===== src/rtl/pipe_pkg.sv =====
// Shared constants for the pipeline stage register: state encoding,
// the ID/EX bubble payload and the ID/EX field offsets.
package pipe_pkg;

    // Stage state; the encoding equals the number of entries held.
    localparam logic [1:0] ST_EMPTY = 2'd0;
    localparam logic [1:0] ST_ONE   = 2'd1;
    localparam logic [1:0] ST_TWO   = 2'd2;

    // ID/EX payload packing (bit offsets of the least significant bit).
    localparam int IDEX_W          = 128;
    localparam int IDEX_OP_LSB     = 0;    // 7-bit opcode
    localparam int IDEX_RD_LSB     = 7;    // 5-bit destination register
    localparam int IDEX_FUNCT3_LSB = 12;   // 3-bit funct3
    localparam int IDEX_RS1_LSB    = 15;   // 5-bit source register 1
    localparam int IDEX_RS2_LSB    = 20;   // 5-bit source register 2
    localparam int IDEX_FUNCT7_LSB = 25;   // 7-bit funct7
    localparam int IDEX_IMM_LSB    = 32;   // 32-bit immediate
    localparam int IDEX_PC_LSB     = 64;   // 32-bit program counter
    localparam int IDEX_RSV_LSB    = 96;   // 32 bits reserved, kept zero

    // ADDI x0, x0, 0: opcode OP-IMM, every other field zero.
    localparam logic [6:0]        IDEX_OP_NOP = 7'b0010011;
    localparam logic [IDEX_W-1:0] IDEX_NOP    = {{(IDEX_W-7){1'b0}}, IDEX_OP_NOP};

endpackage


===== src/rtl/pipe_skid_stage_if.sv =====
// One valid/ready/data channel. The master drives valid and data and
// observes ready; the slave observes valid and data and drives ready.
interface pipe_skid_stage_if #(
    parameter int DATA_W = 128
);
    logic              valid;
    logic              ready;
    logic [DATA_W-1:0] data;

    modport master (output valid, output data, input ready);
    modport slave  (input valid, input data, output ready);
endinterface


===== src/rtl/sat_counter.sv =====
// Counter that adds 0, 1 or 2 per cycle and sticks at all-ones.
module sat_counter #(
    parameter int W = 32
) (
    input  logic         clk,
    input  logic         rst,
    input  logic [1:0]   i_inc,
    output logic [W-1:0] o_cnt
);
    logic [W-1:0] r_cnt;
    logic [W:0]   w_sum;

    // One extra bit catches the carry out so saturation needs no compare.
    always_comb begin
        w_sum = {1'b0, r_cnt} + {{(W-1){1'b0}}, i_inc};
    end

    // Accumulate, clamping at all-ones instead of wrapping.
    always_ff @(posedge clk) begin
        if (rst) begin
            r_cnt <= '0;
        end else if (w_sum[W]) begin
            r_cnt <= '1;
        end else begin
            r_cnt <= w_sum[W-1:0];
        end
    end

    assign o_cnt = r_cnt;
endmodule


===== src/rtl/pipe_skid_stage.sv =====
// Pipeline stage register with a one-entry skid buffer. All outputs come
// from registers, so neither the forward data path nor the backward ready
// path passes combinationally through the stage.
module pipe_skid_stage
    import pipe_pkg::*;
#(
    parameter int                DATA_W    = 128,
    parameter logic [DATA_W-1:0] NOP_VALUE = '0,
    parameter int                CNT_W     = 32
) (
    input  logic               clk,
    input  logic               rst,
    input  logic               flush,
    pipe_skid_stage_if.slave   up,
    pipe_skid_stage_if.master  dn,
    output logic [1:0]         occupancy,
    output logic [CNT_W-1:0]   stall_cnt,
    output logic [CNT_W-1:0]   drop_cnt
);
    logic [1:0]        r_state;
    logic [DATA_W-1:0] r_main;
    logic [DATA_W-1:0] r_skid;

    logic              w_in_xfer;
    logic              w_out_xfer;
    logic [1:0]        w_stall_inc;
    logic [1:0]        w_drop_inc;

    // Handshake decisions and counter increments for this cycle.
    // NOTE: every signal gets a default before any if, so no latch is inferred.
    always_comb begin
        w_in_xfer   = up.valid && (r_state != ST_TWO);
        w_out_xfer  = (r_state != ST_EMPTY) && dn.ready;
        w_stall_inc = 2'd0;
        w_drop_inc  = 2'd0;
        if (!flush && (r_state != ST_EMPTY) && !dn.ready) begin
            w_stall_inc = 2'd1;
        end
        // Entries held but not consumed, plus the one offered and accepted.
        if (flush) begin
            w_drop_inc = r_state - {1'b0, w_out_xfer} + {1'b0, w_in_xfer};
        end
    end

    // State and head register; flush turns the stage into a bubble.
    // NOTE: sequential state uses non-blocking assignments so every register
    // samples the pre-edge values regardless of block evaluation order.
    always_ff @(posedge clk) begin
        if (rst || flush) begin
            r_state <= ST_EMPTY;
            r_main  <= NOP_VALUE;
        end else begin
            case (r_state)
                ST_EMPTY: begin
                    if (w_in_xfer) begin
                        r_main  <= up.data;
                        r_state <= ST_ONE;
                    end
                end
                ST_ONE: begin
                    if (w_in_xfer && w_out_xfer) begin
                        r_main <= up.data;
                    end else if (w_in_xfer) begin
                        r_state <= ST_TWO;
                    end else if (w_out_xfer) begin
                        r_main  <= NOP_VALUE;
                        r_state <= ST_EMPTY;
                    end
                end
                ST_TWO: begin
                    if (w_out_xfer) begin
                        r_main  <= r_skid;
                        r_state <= ST_ONE;
                    end
                end
                default: begin
                    // Unreachable encoding: recover to a clean bubble.
                    r_main  <= NOP_VALUE;
                    r_state <= ST_EMPTY;
                end
            endcase
        end
    end

    // Skid register captures the second entry while the head is stalled.
    // NOTE: the skid is deliberately not reset; its contents only matter in
    // ST_TWO, which is always entered by writing it.
    always_ff @(posedge clk) begin
        if (!rst && !flush && (r_state == ST_ONE) && w_in_xfer && !w_out_xfer) begin
            r_skid <= up.data;
        end
    end

    sat_counter #(.W(CNT_W)) u_stall_cnt (
        .clk   (clk),
        .rst   (rst),
        .i_inc (w_stall_inc),
        .o_cnt (stall_cnt)
    );

    sat_counter #(.W(CNT_W)) u_drop_cnt (
        .clk   (clk),
        .rst   (rst),
        .i_inc (w_drop_inc),
        .o_cnt (drop_cnt)
    );

    assign up.ready  = (r_state != ST_TWO);
    assign dn.valid  = (r_state != ST_EMPTY);
    assign dn.data   = r_main;
    assign occupancy = r_state;
endmodule

===== src/flat_wrapper.sv =====
// flat-port wrapper written by rule: the top's interface ports become plain ports
module pipe_skid_stage_flat import pipe_pkg::*;
#(
    parameter int                DATA_W    = 128,
    parameter logic [DATA_W-1:0] NOP_VALUE = '0,
    parameter int                CNT_W     = 32
)
  (clk, rst, flush, occupancy, stall_cnt, drop_cnt, up_valid, up_data, up_ready, dn_valid, dn_data, dn_ready);
  pipe_skid_stage_if #(.DATA_W(DATA_W)) up_i ();
  pipe_skid_stage_if #(.DATA_W(DATA_W)) dn_i ();
  input  logic clk;
  input  logic rst;
  input  logic flush;
  output logic [1:0] occupancy;
  output logic [CNT_W-1:0] stall_cnt;
  output logic [CNT_W-1:0] drop_cnt;
  input wire logic [$bits(up_i.valid)-1:0] up_valid;
  input wire logic [$bits(up_i.data)-1:0] up_data;
  output wire logic [$bits(up_i.ready)-1:0] up_ready;
  output wire logic [$bits(dn_i.valid)-1:0] dn_valid;
  output wire logic [$bits(dn_i.data)-1:0] dn_data;
  input wire logic [$bits(dn_i.ready)-1:0] dn_ready;
  assign up_i.valid = up_valid;
  assign up_i.data = up_data;
  assign up_ready = up_i.ready;
  assign dn_valid = dn_i.valid;
  assign dn_data = dn_i.data;
  assign dn_i.ready = dn_ready;
  pipe_skid_stage #(.DATA_W(DATA_W), .NOP_VALUE(NOP_VALUE), .CNT_W(CNT_W)) u_core (.clk(clk), .rst(rst), .flush(flush), .up(up_i), .dn(dn_i), .occupancy(occupancy), .stall_cnt(stall_cnt), .drop_cnt(drop_cnt));
endmodule

===== config.mk =====
export PLATFORM = sky130hd
export DESIGN_NAME = pipe_skid_stage_flat
export DESIGN_NICKNAME = d
export VERILOG_FILES = /design/src/rtl/pipe_pkg.sv /design/src/rtl/pipe_skid_stage_if.sv /design/src/rtl/sat_counter.sv /design/src/rtl/pipe_skid_stage.sv /design/src/flat_wrapper.sv
export SDC_FILE = /design/constraint.sdc
export NUM_CORES = 1
export LEC_CHECK = 0
export ABC_AREA = 1
export ABC_CLOCK_PERIOD_IN_PS = 7200
export CORE_MARGIN = 2
export CORE_UTILIZATION = 43
export CTS_BUF_LIST = sky130_fd_sc_hd__clkbuf_16
export CTS_CLUSTER_DIAMETER = 60
export CTS_CLUSTER_SIZE = 25
export DETAILED_ROUTE_END_ITERATION = 10
export DONT_BUFFER_PORTS = 1
export GPL_TIMING_DRIVEN = 0
export PLACE_DENSITY = 0.65
export SYNTH_ARGS = -nofsm -noshare
export SYNTH_HDL_FRONTEND = slang
export SYNTH_HIERARCHICAL = 1
export SYNTH_SLANG_ARGS = --single-unit

===== constraint.sdc =====
create_clock -name clk -period 7.2 [get_ports clk]
set_input_delay 1.44 -clock clk [delete_from_list [all_inputs] [get_ports clk]]
set_output_delay 1.44 -clock clk [all_outputs]
set_load 0.05 [all_outputs]

Figure 1. The metal 3 layer (run 1).
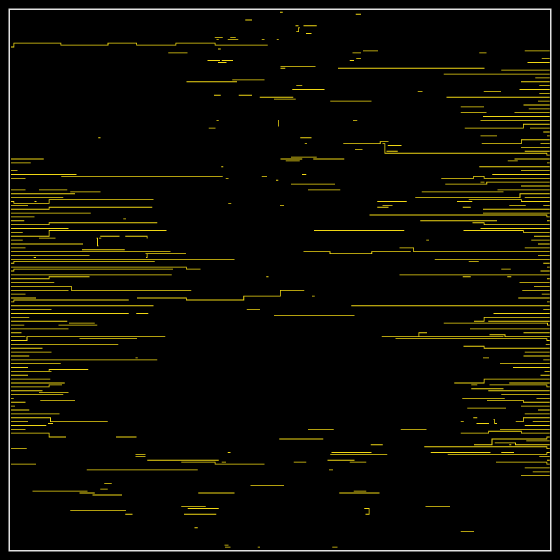
wire length on this layer: 4,790 microns
share of all routed wire: 11%
nets with wire on the layer: 267
longest straight run: 78.4 microns

Figure 2. Register map, names as in the netlist (run 1).
Scale bar: 50 microns. Other sequential cells in the stronger gray, the rest of the logic in the fainter gray.
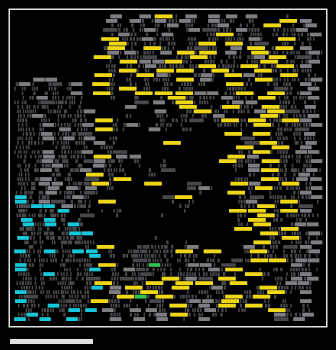
legend:
  u_core/u_stall_cnt/o_cnt:
    color: cyan
    placed_flops: 32
  u_core/r_skid:
    color: yellow
    placed_flops: 128
  u_core/occupancy:
    color: green
    placed_flops: 2
not colored: 160
seq pwr: 2.06 mW
Seq area share: 46.8%
Layout Utilization: 48.1%
Sequential Area: 7730 sq um

==> impl_metrics.py, run 1 <==
# Generated from Yosys and OpenROAD reports
metrics = {
    "outcome": {
        "status": "finished clean",
    },
    "final_timing": {
        "fin_crit_ns": 4.19,
        "max_slew_margin_pct": 27.5,
        "finalCritPeriodShare_pct": 58.3,
        "clock-skew-final_ns": 0.0225,
        "hold_viol_final": 0,
        "setup_viol": 0,
        "rsz0062_at_grt": "no",
        "tightest_slew_ns": 1.09,
        "slew_viol_final": 0,
        "hold-worst-slack_ns": 0.596,
        "fmax_ghz": 0.238,
        "setup-tns-final_ns": 0,
    },
    "detailed_routing": {
        "ant_nets": 0,
        "top_layer_used": "met4",
        "totalWireLength_mm": 42.8,
        "viasPerCell": 5.23,
        "vias": 12819,
        "wl_met2_mm": 19.8,
        "drtIter0Drc": 706,
        "wl_met3_mm": 4.79,
        "drt-pass1-iter-count": 5,
        "drc": 0,
        "drt-met1-wl_mm": 16.8,
    },
    "placement": {
        "hpwl_mm": 31.1,
        "finalWeightedCongestion": 0.886,
        "post_dp_cell_area_sq_um": 15600,
        "portBuffers": 0,
    },
    "final_layout": {
        "nNetsFinal": 2113,
        "logic_area_sq_um": 6190,
        "synthToLayoutAreaGrowth_pct": 10.9,
        "drive_above_1_share_pct": 7.97,
        "n_fill_cell": 3373,
        "diodes": 0,
        "stdcell_area_sq_um": 16500,
    },
    "synthesis": {
        "edf_count": 128,
        "top_cells_by_count": "nand2_1, nand3_1, dfxtp_1",
        "yosys-top-cells-area": "dfxtp_1, edfxtp_1, nand2_1",
        "avgSynthCellArea_sq_um": 7.71,
        "ys_warn_count": 6,
        "xor_area_share_pct": 1.23,
        "synthDominantCellAreaShare_pct": 26.1,
        "syn_area_sq_um": 14900,
        "yosys.stat.seqShare_pct": 51.8,
        "aoi_share_pct": 6.10,
        "top_logic_kind": "simple AND/OR/NAND/NOR gates",
        "flop_cell": "dfxtp_1",
        "ys_sh_simple_pct": 33.2,
        "fa_ha_area_share_pct": 0.940,
        "async_reset_ff_share_pct": 0,
        "postSynthCellCount": 1933,
        "numSynthFlops": 322,
        "mux_area_share_pct": 0,
        "ys_cells": 1933,
        "yosys_area_sq_um": 14900,
        "yosysTopAreaCell": "dfxtp_1",
        "synth_cell_type_count": 30,
        "synth.most_common_cell": "nand2_1",
    },
    "clock_network": {
        "cts_tree": "done",
        "cts_hold_buf": 0,
        "cts.sinks": 322,
        "cts-root-buf": "clkbuf_16",
        "clkTransAtPathRegs_ns": 0.07,
        "numCtsBuffers": 30,
        "postCtsSetupBuffers": 0,
        "cts_buffer_depth": 3,
        "clk-insertion-delay-late_ns": 0.58,
        "cts-resized-gates": 0,
        "cts_max_level": 1,
    },
    "pwr": {
        "power.density_nw_per_um2": 234,
        "p_leak_nw": 6.34,
        "ir_drop_mv": 0.183,
        "finalPower_mw": 3.87,
    },
    "job": {
        "maxCapViolCount": 0,
        "warning_count": 28,
    },
    "worst_setup_path": {
        "startpoint_type": "register",
        "worstPathArrival_ns": 4.71,
        "cpMaxStageDelayCell": "dfxtp_1",
        "critPathMaxFanout": 10,
        "slowest_delay_ns": 0.79,
        "path_cells": "inv_2 -> nor2_1 -> clkbuf_1 -> nor2_1 -> inv_1 -> ha_1 -> inv_1 -> ha_1 -> inv_1 -> o21ai_0 -> a21oi_1 -> inv_1 -> fa_1 -> nor2_4 -> nand2_2 -> inv_2 -> nand3_4 -> buf_6 -> nand3_1 -> nand2_1 -> inv_1",
        "worstPathRequired_ns": 7.71,
        "critical_path_class": "register to register",
        "critPathBufInv": 9,
        "cp_common_cell": "inv_1",
        "crit_family": "buffers and inverters",
        "end_kind": "register",
    },
    "floorplan": {
        "core_sq_um": 34400,
        "die_width_microns": 190,
        "ioPinCount": 329,
        "die_height_microns": 190,
        "die_area_sq_um": 36200,
        "rows": 68,
        "fp_util_pct": 43.4,
    },
    "global_route": {
        "antenna_found_initial": 0,
        "grt_usage_pct": 23.0,
        "grt_max_degree": 34,
        "grt_pass1_wl_mm": 66.2,
        "first_global_vias": 12040,
        "grt-ovfl-total": 0,
    },
    "worst_hold_path": {
        "min_path_type": "register to register",
    },
}
Figure 3. Routing congestion (run 1).
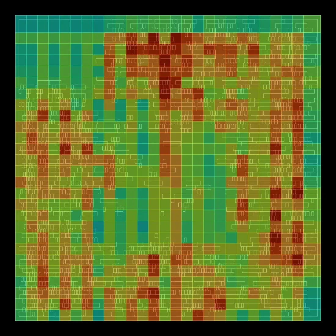
GRT met2 Usage: 38.7%
met1 Use GR: 27.2%
grt met3 use: 8.52%
global route hottest layer: met2
WL per Instance: 17.5 microns

## run 1: metrics by stage
stage | setup WS [ns] | std cells
4_1_cts | 2.95 | 2449
3_5_place_dp | 2.89 | 2393
3_3_place_gp | -0.256 | 2389
2_1_floorplan | 1.71 | 1934
5_1_grt | 2.51 | 2449
6_report | 3.01 | 2449
## run 1: final timing paths
path | from | endpoint | slack, ns | cells after the start
max | u_core/occupancy[1] | u_core/u_drop_cnt/o_cnt[22] | 3.01 | 21
min reg2reg | u_core/r_skid[98] | u_core/dn.data[98] | 0.60 | 4
max reg2reg | u_core/occupancy[1] | u_core/u_drop_cnt/o_cnt[22] | 3.01 | 21
min | u_core/r_skid[98] | u_core/dn.data[98] | 0.60 | 4
## run 1: registers in the layout, summed over array words and instances, names as in the netlist
register,count
u_core/dn.data,128
u_core/r_skid,128
u_core/u_drop_cnt/o_cnt,32
u_core/u_stall_cnt/o_cnt,32
u_core/occupancy,2
## run 1: layout make-up
cell class	count	share of cell area [%]
Buffer	106	3.21
Sequential cell	322	46.8
Multi-Input combinational cell	1382	37.5
Tap cell	455	3.44
Timing Repair Buffer	4	0.485
Clock inverter	25	1.12
Clock buffer	31	4.69
Inverter	124	2.82
## run 1: report_power, final
group / switching (mW) / internal (mW)
Sequential: 0.134 / 1.93
Clock: 0.753 / 0.806
Combinational: 0.172 / 0.0845
## run 1: cells in the final DEF (no fill, tap or decap), types with 15 or more instances in the layout
| cell type | n |
|---|---|
| nand2_1 | 728 |
| nand3_1 | 319 |
| dfxtp_1 | 194 |
| a21oi_1 | 149 |
| edfxtp_1 | 128 |
| inv_1 | 122 |
| nor2_1 | 93 |
| buf_2 | 64 |
| clkbuf_16 | 31 |
| clkbuf_1 | 31 |
| xor2_1 | 16 |
| o21ai_0 | 15 |
==> run 2, diff against run 1 <==
Settings changed: ABC_CLOCK_PERIOD_IN_PS 7200 to 3800.
Clock period 7.2 ns to 3.8 ns, I/O delays scaled along.
Figure 4. Selected gate families (run 2).
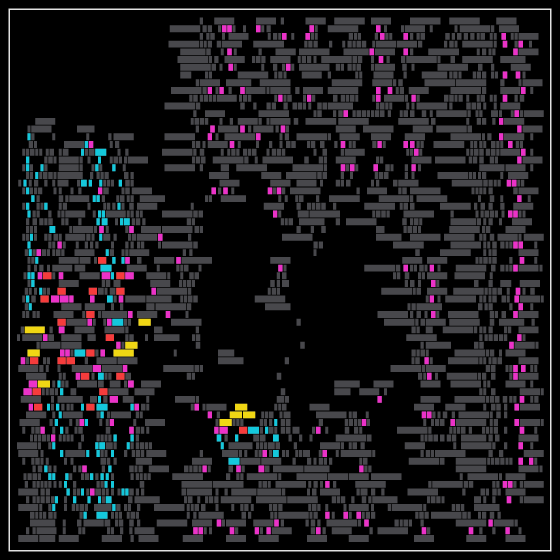
legend:
  nor cells:
    color: cyan
    cells: 107
  aoi and oai cells:
    color: magenta
    cells: 175
    where: all over the die
  xor and xnor cells:
    color: red
    cells: 21
  fa/ha/maj cells:
    color: yellow
    cells: 10

==> run 2 against run 1 <==
Via count decreased by 0.87%. Clock power is 97% higher. Critical path depth stayed put. Sequential power increased by 89%. First-iteration DRC count fell by 6.8%. Synthesized cell count unchanged. Setup slack worse by 2.7 ns. Critical path type unchanged. Largest cell class unchanged. Highest routed layer unchanged.
==> impl_metrics.py, run 2 <==
# Generated from Yosys and OpenROAD reports
metrics = {
    "worst_setup_path": {
        "worstPathRequired_ns": 4.32,
        "rr_startpoint": "u_core/occupancy[1]",
        "cp_common_cell": "inv_1",
        "slowest_delay_ns": 0.49,
        "path_cells": "inv_2 -> nor2_2 -> clkbuf_4 -> nor2_4 -> inv_1 -> ha_1 -> inv_1 -> ha_1 -> inv_1 -> o21ai_0 -> a21oi_2 -> inv_1 -> fa_1 -> nor2_4 -> nand2_2 -> inv_2 -> nand3_4 -> buf_6 -> nand3_1 -> nand2_1 -> inv_1",
        "startpoint_type": "register",
        "critical_path_class": "register to register",
        "cpMaxStageDelayCell": "fa_1",
        "crit_family": "buffers and inverters",
        "worstPathArrival_ns": 3.97,
        "critPathMaxFanout": 10,
        "end_kind": "register",
    },
    "clock_network": {
        "clkTransAtPathRegs_ns": 0.07,
        "cts_tree": "done",
        "cts_max_level": 1,
        "cts.sinks": 322,
        "numCtsBuffers": 31,
        "cts-root-buf": "clkbuf_16",
        "clk-insertion-delay-late_ns": 0.59,
        "cts_buffer_depth": 3,
    },
    "synthesis": {
        "yosys_area_sq_um": 14900,
        "yosys.stat.seqShare_pct": 51.8,
        "postSynthCellCount": 1933,
        "yosysTopAreaCell": "dfxtp_1",
        "flop_cell": "dfxtp_1",
        "async_reset_ff_share_pct": 0,
        "synth_cell_type_count": 30,
        "ys_cells": 1933,
        "synth.most_common_cell": "nand2_1",
        "avgSynthCellArea_sq_um": 7.71,
        "ys_warn_count": 6,
        "syn_area_sq_um": 14900,
        "edf_count": 128,
    },
    "final_layout": {
        "drive_above_1_share_pct": 8.72,
        "diodes": 0,
        "layout.cells.most_common": "nand2_1",
        "synthToLayoutAreaGrowth_pct": 11.5,
        "stdcell_count": 2450,
        "final_cell_mix": "nand2_1, nand3_1, dfxtp_1",
    },
    "placement": {
        "portBuffers": 0,
        "dp_slack_ns": -0.432,
        "placed_cells": 2393,
        "finalWeightedCongestion": 0.878,
        "hpwl_mm": 30.9,
    },
    "global_route": {
        "use_met3_pct": 8.87,
        "grt_usage_pct": 22.6,
        "first_global_vias": 11880,
        "busiest_layer": "met2",
        "grt_pass1_wl_mm": 64.7,
        "grt-ovfl-total": 0,
    },
    "final_timing": {
        "fmax_ghz": 0.290,
        "max_slew_margin_pct": 33.4,
        "setup_viol": 0,
        "hold-worst-slack_ns": 0.245,
        "finalCritPeriodShare_pct": 90.8,
        "setup_ws_ns": 0.351,
        "hold_viol_final": 0,
        "fin_crit_ns": 3.45,
        "tightest_slew_ns": 0.998,
        "slew_viol_final": 0,
    },
    "pwr": {
        "switching_share_pct": 27.6,
        "finalPower_mw": 7.47,
        "power.density_nw_per_um2": 449,
        "combPwrFrac_pct": 6.4,
        "p_leak_nw": 6.36,
        "switching_power_mw": 2.06,
        "clock_power_share_pct": 41.3,
        "ir_drop_mv": 0.329,
    },
    "floorplan": {
        "core_sq_um": 34400,
        "ioPinCount": 329,
        "fp_util_pct": 43.4,
        "die_height_microns": 190,
        "die_area_sq_um": 36200,
        "rows": 68,
        "die_width_microns": 190,
    },
    "detailed_routing": {
        "ant_nets": 0,
        "viasPerCell": 5.19,
        "top_layer_used": "met4",
        "wl_met2_mm": 19.7,
        "wl_per_cell_microns": 17.2,
        "vias": 12707,
        "totalWireLength_mm": 42.1,
        "drt-pass1-iter-count": 5,
        "wl_met3_mm": 4.71,
        "drc": 0,
    },
    "job": {
        "warning_count": 28,
        "maxCapViolCount": 0,
    },
    "worst_hold_path": {
        "min_path_type": "input pin to register",
    },
    "outcome": {
        "status": "finished clean",
    },
}
Figure 5. Routing congestion (run 2).
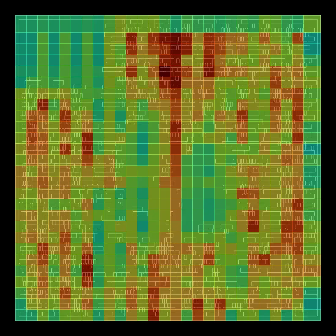
Layout Utilization: 48.4%
met1 Use GR: 26.3%

run 2: final cells by class:
cell class	instances	area [sq um]
clock inverters	25	223
repair buffers	4	80.1
fillers	3324	17700
plain buffers	106	538
multi-input cells	1382	6210
flip-flops and latches	322	7730
inverters	124	465
well taps	455	569
clock buffers	32	801
run 2: kinds of logic (layout without fill, tap and decap cells):
kind of cell | count (synthesis) | in the layout | synth area share (%)
AOI/OAI and AO/OA | 175 | 175 | 6.10
xor gates and xnor gates | 21 | 21 | 1.23
DFF | 322 | 322 | 51.8
other | 1 | 2 | 0.0252
buffers and inverters | 230 | 291 | 6.68
adders and majority gates | 10 | 10 | 0.940
and+or+nand+nor | 1174 | 1174 | 33.2
run 2: stage by stage:
stage | area (sq um) | TNS, ns
2_1_floorplan | 14900 | 0
3_3_place_gp | 15500 | -195.77
3_5_place_dp | 15600 | -11.72
4_1_cts | 16600 | 0
5_1_grt | 16600 | -0.0261
6_report | 16600 | 0
run 2: power groups by stage:
| stage | registers (mW) | clock network, mW | logic (mW) |
|---|---|---|---|
| after floorplan | 3.96 | 0 | 0.363 |
| after global placement | 3.98 | 0 | 0.470 |
| after detailed placement | 3.99 | 0 | 0.481 |
| after CTS | 3.90 | 3.16 | 0.482 |
| after global routing | 3.91 | 3.30 | 0.547 |
| final | 3.90 | 3.08 | 0.481 |
run 2: final timing paths:
check             cells past startpoint  slack [ns]                          end
hold reg to reg                       4        0.60           u_core/dn.data[75]
hold / removal                        1        0.24  u_core/u_stall_cnt/o_cnt[0]
setup reg to reg                     21        0.35  u_core/u_drop_cnt/o_cnt[21]
setup / recovery                     21        0.35  u_core/u_drop_cnt/o_cnt[21]
run 2: what timing repair did:
action,in CTS,in global routing
hold buffers,0,0
resized,6,11
endpoints found under the setup margin,32,32
==> run 3, diff against run 2 <==
Settings changed: GPL_ROUTABILITY_DRIVEN set to 0, HOLD_SLACK_MARGIN set to 0.1, PLACE_DENSITY 0.65 to 0.72.
Figure 6. Routing congestion (run 3).
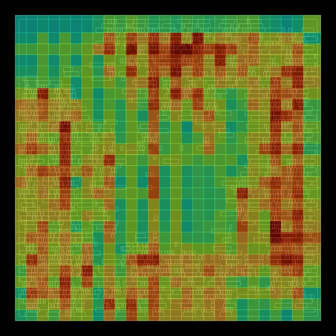
Layout Utilization: 48.3%
WL per Instance: 17.4 microns
GRT met2 Usage: 38.4%
met1 Use GR: 26.3%
GRT Resource Usage Total: 23.0%

==> run 3 against run 2 <==
Sequential share of layout area grew 0.070 points. Clock skew down 0.012 ns. Combinational power rose by 2%. Setup slack got worse by 0.059 ns.
==> impl_metrics.py, run 3 <==
# Generated from Yosys and OpenROAD reports
metrics = {
    "outcome": {
        "status": "finished clean",
    },
    "pwr": {
        "switching_power_mw": 2.07,
        "p_seq_share_pct": 52.5,
        "seq_power_mw": 3.90,
        "internal_power_mw": 5.36,
        "combPwrFrac_pct": 6.6,
        "power-top-group": "sequential cells",
        "p_leak_nw": 6.35,
        "clock_power_share_pct": 41.0,
        "power.density_nw_per_um2": 448,
        "switching_share_pct": 27.9,
    },
    "clock_network": {
        "clkTransAtPathRegs_ns": 0.08,
        "numCtsBuffers": 28,
        "cts.sinks": 322,
        "cts_max_level": 1,
        "cts_tree": "done",
        "clk-insertion-delay-late_ns": 0.57,
        "cts_hold_buf": 0,
        "cts-root-buf": "clkbuf_16",
        "cts_buffer_depth": 3,
        "postCtsSetupBuffers": 0,
    },
    "job": {
        "maxCapViolCount": 0,
        "warning_count": 28,
    },
    "synthesis": {
        "yosys.stat.seqShare_pct": 51.8,
        "avgSynthCellArea_sq_um": 7.71,
        "yosys-top-cells-area": "dfxtp_1, edfxtp_1, nand2_1",
        "edf_count": 128,
        "async_reset_ff_share_pct": 0,
        "postSynthCellCount": 1933,
        "yosys_area_sq_um": 14900,
        "synth.most_common_cell": "nand2_1",
        "synthDominantCellAreaShare_pct": 26.1,
        "ys_cells": 1933,
        "ys_warn_count": 6,
        "yosysTopAreaCell": "dfxtp_1",
        "numSynthFlops": 322,
        "syn_area_sq_um": 14900,
        "top_cells_by_count": "nand2_1, nand3_1, dfxtp_1",
        "synth_cell_type_count": 30,
        "flop_cell": "dfxtp_1",
    },
    "detailed_routing": {
        "drc": 0,
        "drt-pass1-iter-count": 5,
        "drtIter0Drc": 837,
        "viasPerCell": 5.34,
        "wl_met2_mm": 20.1,
        "drt-met1-wl_mm": 15.8,
        "totalWireLength_mm": 42.6,
        "vias": 13064,
        "top_layer_used": "met4",
        "ant_nets": 0,
    },
    "floorplan": {
        "ioPinCount": 329,
        "die_area_sq_um": 36200,
        "fp_util_pct": 43.4,
        "die_height_microns": 190,
        "rows": 68,
        "die_width_microns": 190,
    },
    "worst_setup_path": {
        "critPathMaxFanout": 10,
        "startpoint_type": "register",
        "path_cells": "inv_2 -> nor2_2 -> buf_4 -> nor2_4 -> inv_1 -> ha_1 -> inv_1 -> ha_1 -> inv_1 -> o21ai_0 -> a21oi_2 -> inv_1 -> fa_1 -> nor2_4 -> nand2_2 -> inv_2 -> nand3_4 -> buf_6 -> nand3_1 -> nand2_1 -> inv_1",
        "r2r_slack_ns": 0.29,
        "crit_cells": 21,
        "critPathBufInv": 9,
        "worstPathArrival_ns": 4.02,
        "worstPathRequired_ns": 4.31,
        "cpMaxStageDelayCell": "fa_1",
        "crit_end": "u_core/u_drop_cnt/o_cnt[21]",
        "crit_start": "u_core/occupancy[1]",
        "slowest_delay_ns": 0.50,
        "crit_family": "buffers and inverters",
        "ff2ff_path_depth": 21,
        "cp_common_cell": "inv_1",
        "critical_path_class": "register to register",
        "end_kind": "register",
    },
    "final_timing": {
        "max_slew_margin_pct": 23.7,
        "hold_viol_final": 0,
        "rsz0062_at_grt": "no",
        "clock-skew-final_ns": 0.0140,
        "finalCritPeriodShare_pct": 92.3,
        "hold-worst-slack_ns": 0.248,
        "setup_viol": 0,
        "fin_crit_ns": 3.51,
        "slew_viol_final": 0,
    },
    "placement": {
        "post_dp_cell_area_sq_um": 15600,
        "hpwl_mm": 30.8,
        "portBuffers": 0,
    },
    "global_route": {
        "grt_pass1_wl_mm": 66.1,
        "antenna_found_initial": 1,
        "grt-ovfl-total": 0,
        "busiest_layer": "met2",
        "first_global_vias": 12336,
        "grt_max_degree": 35,
    },
    "worst_hold_path": {
        "min_from": "rst",
        "min_path_type": "input pin to register",
        "hold_end": "u_core/u_drop_cnt/o_cnt[5]",
        "holdPathStages": 1,
    },
    "final_layout": {
        "nNetsFinal": 2111,
        "synthToLayoutAreaGrowth_pct": 11.4,
        "stdcell_area_sq_um": 16600,
        "drive_above_1_share_pct": 8.64,
        "n_fill_cell": 3328,
        "final_cell_mix": "nand2_1, nand3_1, dfxtp_1",
    },
}
Figure 7. Selected gate families (run 3).
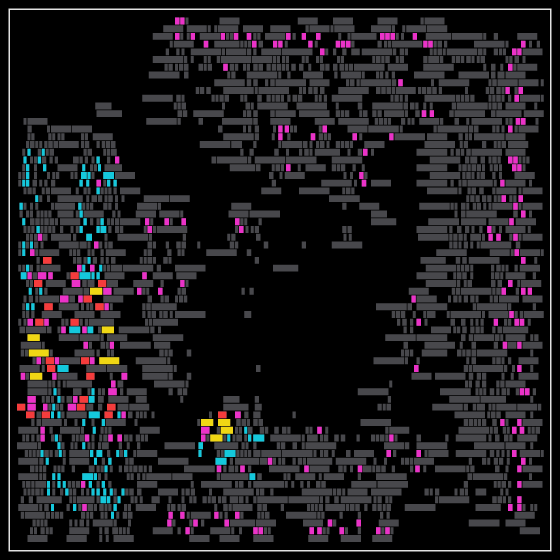
legend:
  fa/ha/maj cells:
    color: yellow
    cells: 10
  xor and xnor cells:
    color: red
    cells: 21
  aoi and oai cells:
    color: magenta
    cells: 175
    where: all over the die
  nor cells:
    color: cyan
    cells: 107
non-filler cells, final: 2,446
Comb/total area: 37.5%
most used logic cell in the final layout: nand2_1

==> run 3: cell types whose count changed in the layout (fill, tap and decap cells not counted), sizes merged <==
cell,previous run,this run
diode,0,1
inv,134,137
buf,79,80
clkinv,11,8
bufinv,0,1
clkbuf,63,59
clkinvlp,4,1
==> run 3: area by class of cell <==
type / count / area, sq um / share of cell area (%)
flip-flops and latches: 322 / 7730 / 46.6
multi-input cells: 1382 / 6220 / 37.5
clock buffers: 29 / 726 / 4.37
well taps: 455 / 569 / 3.43
plain buffers: 106 / 538 / 3.24
inverters: 124 / 465 / 2.80
clock inverters: 23 / 258 / 1.55
repair buffers: 4 / 87.6 / 0.528
diodes: 1 / 2.50 / 0.0151
==> run 3: logic make-up (layout without fill, tap and decap cells) <==
| logic type | count (synthesis) | in the layout | share of synthesized area [%] |
|---|---|---|---|
| xor gates and xnor gates | 21 | 21 | 1.23 |
| AOI/OAI and AO/OA | 175 | 175 | 6.10 |
| DFF | 322 | 322 | 51.8 |
| buffers and inverters | 230 | 286 | 6.68 |
| adders and majority gates | 10 | 10 | 0.940 |
| and+or+nand+nor | 1174 | 1174 | 33.2 |
| other | 1 | 3 | 0.0252 |
==> run 3: stage by stage <==
step / util (%) / power, mW / setup slack [ns] / std cells / setup TNS [ns]
after floorplan: - / 4.32 / 0.0229 / 1934 / 0
after global placement: 45.1 / 4.45 / -1.41 / 2389 / -189.85
after detailed placement: 45.3 / 4.47 / -0.465 / 2393 / -12.61
after CTS: 48.2 / 7.52 / 0.0550 / 2445 / 0
after global routing: 48.3 / 7.74 / 0.0184 / 2445 / 0
final: 48.3 / 7.44 / 0.292 / 2446 / 0
==> run 3: what timing repair did <==
item / 4_1_cts / 5_1_grt
gates cloned: 0 / 0
setup endpoints to repair: 32 / 32
gates resized: 6 / 13
Power is estimated from default activity; no workload was simulated.
